### M1 wires

Supply wires on this layer in gray.
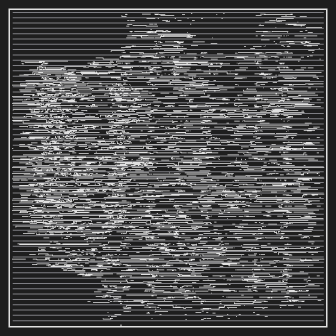
### Met2 routing

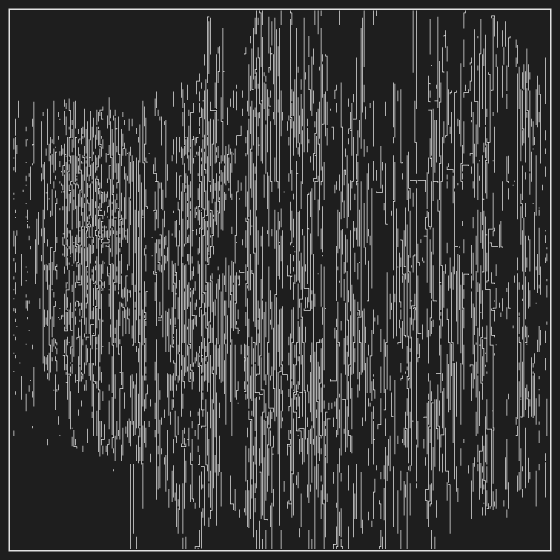
### Met3 routing

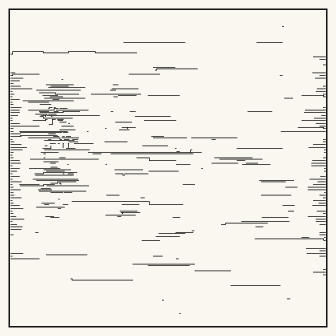
### The metal 4 layer

Bar = 50 µm. Supply wires on this layer in gray.
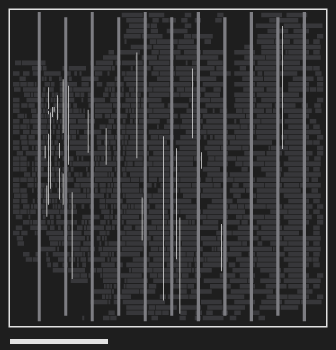
### Clock routing

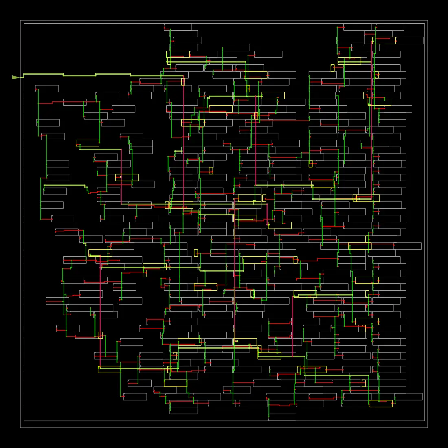
Design pc_fetch_flat, sky130hd; sources not shown.
==> run notes <==
run results: status=complete, no violations, MaxCap Viol Count=0, Hold Buf Count CTS=0, P_leak=between 5 and 6 nW, DR vias/cell=between 6 and 7, measured slew at the worst slew-check pin=954 ps, port bufs=roughly 170, fp_density=0.559, Peak VDD IR=0.000353 V, yosys cell count=roughly 860, H-tree depth=1, R2R setup slack=about 1200 ps, Top cells by area=edfxtp_1, dfrtp_1, mux4_2, mux2_2, nand2_1, mux contribution to synthesized area=0.136, CP arrival=3150 ps, Power Dens Cells=approximately 540 nW/µm², Final Instance Count excl. Fillers=around 1,400, CTS Buf Count=31, Die H=roughly 160 µm, hpwl dp=roughly 22,000 µm, tool warning count=33, Hold Vio Cnt, Final=0, # setup viols final=0, Remaining DRCs=0, Yosys cell types=between 50 and 60, layout cell share with drive strength beyond 1=0.157, antenna violations before repair=0, critical path class=flop to primary output, CP Max Fanout=10, average size of a mapped cell=between 15 and 20 µm², Primary FF master, synth=edfxtp_1, core footprint=around 25,000 µm², Post-synth seq share=0.685, top cells by count=edfxtp_1, dfrtp_1, mux4_2, nand2_1, fill count=about 1,700, dominant kind of combinational cell=multiplexers, Nets=1,157, fin util=0.684, FF/Latch Area=~9600 µm², fin area=about 17,000 µm², CP Cell Sequence=clkbuf_1, buf_2, mux4_2, mux2_2, clkdlybuf4s50_1, clock slew at reported path FFs=around 70 ps
Back to the opening pictures, 'M1 wires':
nets with wire on the layer	1,024
main direction	horizontal
longest straight run	57.5 µm
share of all routed wire	40%
wire length on this layer	12,900 µm
final wirelength: 32,300 µm
via count: 8,700
met1 usage: 0.344

Back to the opening pictures, 'Met2 routing':
longest straight run	84.3 µm
nets with wire on the layer	1,052
wire length on this layer	16,200 µm
main direction	vertical
M2 GR Usage: 0.428

Back to the opening pictures, 'Met3 routing':
longest straight run	58.0 µm
nets with wire on the layer	241
share of all routed wire	7.9%
GR Layer Usage met3: 0.0335

Back to the opening pictures, 'The metal 4 layer':
wire length on this layer	713 µm
share of all routed wire	2.2%

Back to the opening pictures, 'Clock routing':
P_clk: 2.39 mW
clk_lat worst skew: 550 ps
clk sinks: 333
# clk buffers: 55

## logic make-up after synthesis
| logic type | after synthesis |
|---|---|
| muxes | 106 |
| AOI/OAI and AO/OA | 88 |
| adders and majority gates | 18 |
| DFF | 333 |
| buffers and inverters | 68 |
| xor gates and xnor gates | 36 |
| and+or+nand+nor | 214 |
## power breakdown
group          internal [mW]  switching, mW  total (mW)
sequential              3.60          0.202        3.80
clock                   1.31           1.07        2.39
combinational           1.42           1.68        3.10
## stage by stage
stage	hold WS (ps)	TNS, ps	worst slack (ps)
floorplan	274	0	742
global placement	290	-268580	-1070
detailed placement	315	0	263
CTS	346	-1150	-59.6
global route	366	0	0.719
finish	347	0	171
## routing by layer
layer  share of wire  GRT usage  up-vias
met5               0          0        -
met4           0.022     0.0678        0
met3           0.079     0.0335       63
met2            0.50      0.428      475
met1            0.40      0.344     4374
li1                -          -     3788
## timing repair
action	in CTS	in global routing
setup endpoints to repair	57	52
setup buffers	0	0
resized	3	13
hold endpoints to repair	0	0
## layout by cell type, fill, tap and decap left out, types with 20 or more instances in the layout
cell / netlist / final
nand3_1: 38 / 38
xnor2_1: 20 / 20
dfrtp_1: 77 / 77
edfxtp_1: 256 / 256
inv_1: 30 / 29
o21ai_0: 38 / 38
clkdlybuf4s50_1: 0 / 167
nor2_1: 38 / 38
clkbuf_16: 0 / 31
mux2_2: 37 / 37
nand2_1: 56 / 56
mux4_2: 64 / 64
clkbuf_1: 24 / 44
## worst reg2reg max path, stage by stage (launching register included)
cell,delay [ps]
dfrtp_1,430
ha_1,320
nor4_1,300
nand4_1,490
clkinv_1,340
buf_2,300
ha_1,180
inv_1,50
fa_1,480
inv_1,40
## layout make-up
type,instances,share of cell area
Clock inverter,1,0.000291
Clock buffer,55,0.0504
Inverter,31,0.00692
Sequential cell,333,0.560
Timing Repair Buffer,172,0.105
Tap cell,330,0.0240
Buffer,37,0.00976
Multi-Input combinational cell,462,0.244
Power figures rest on the tool's default switching activity, not on a simulated workload.
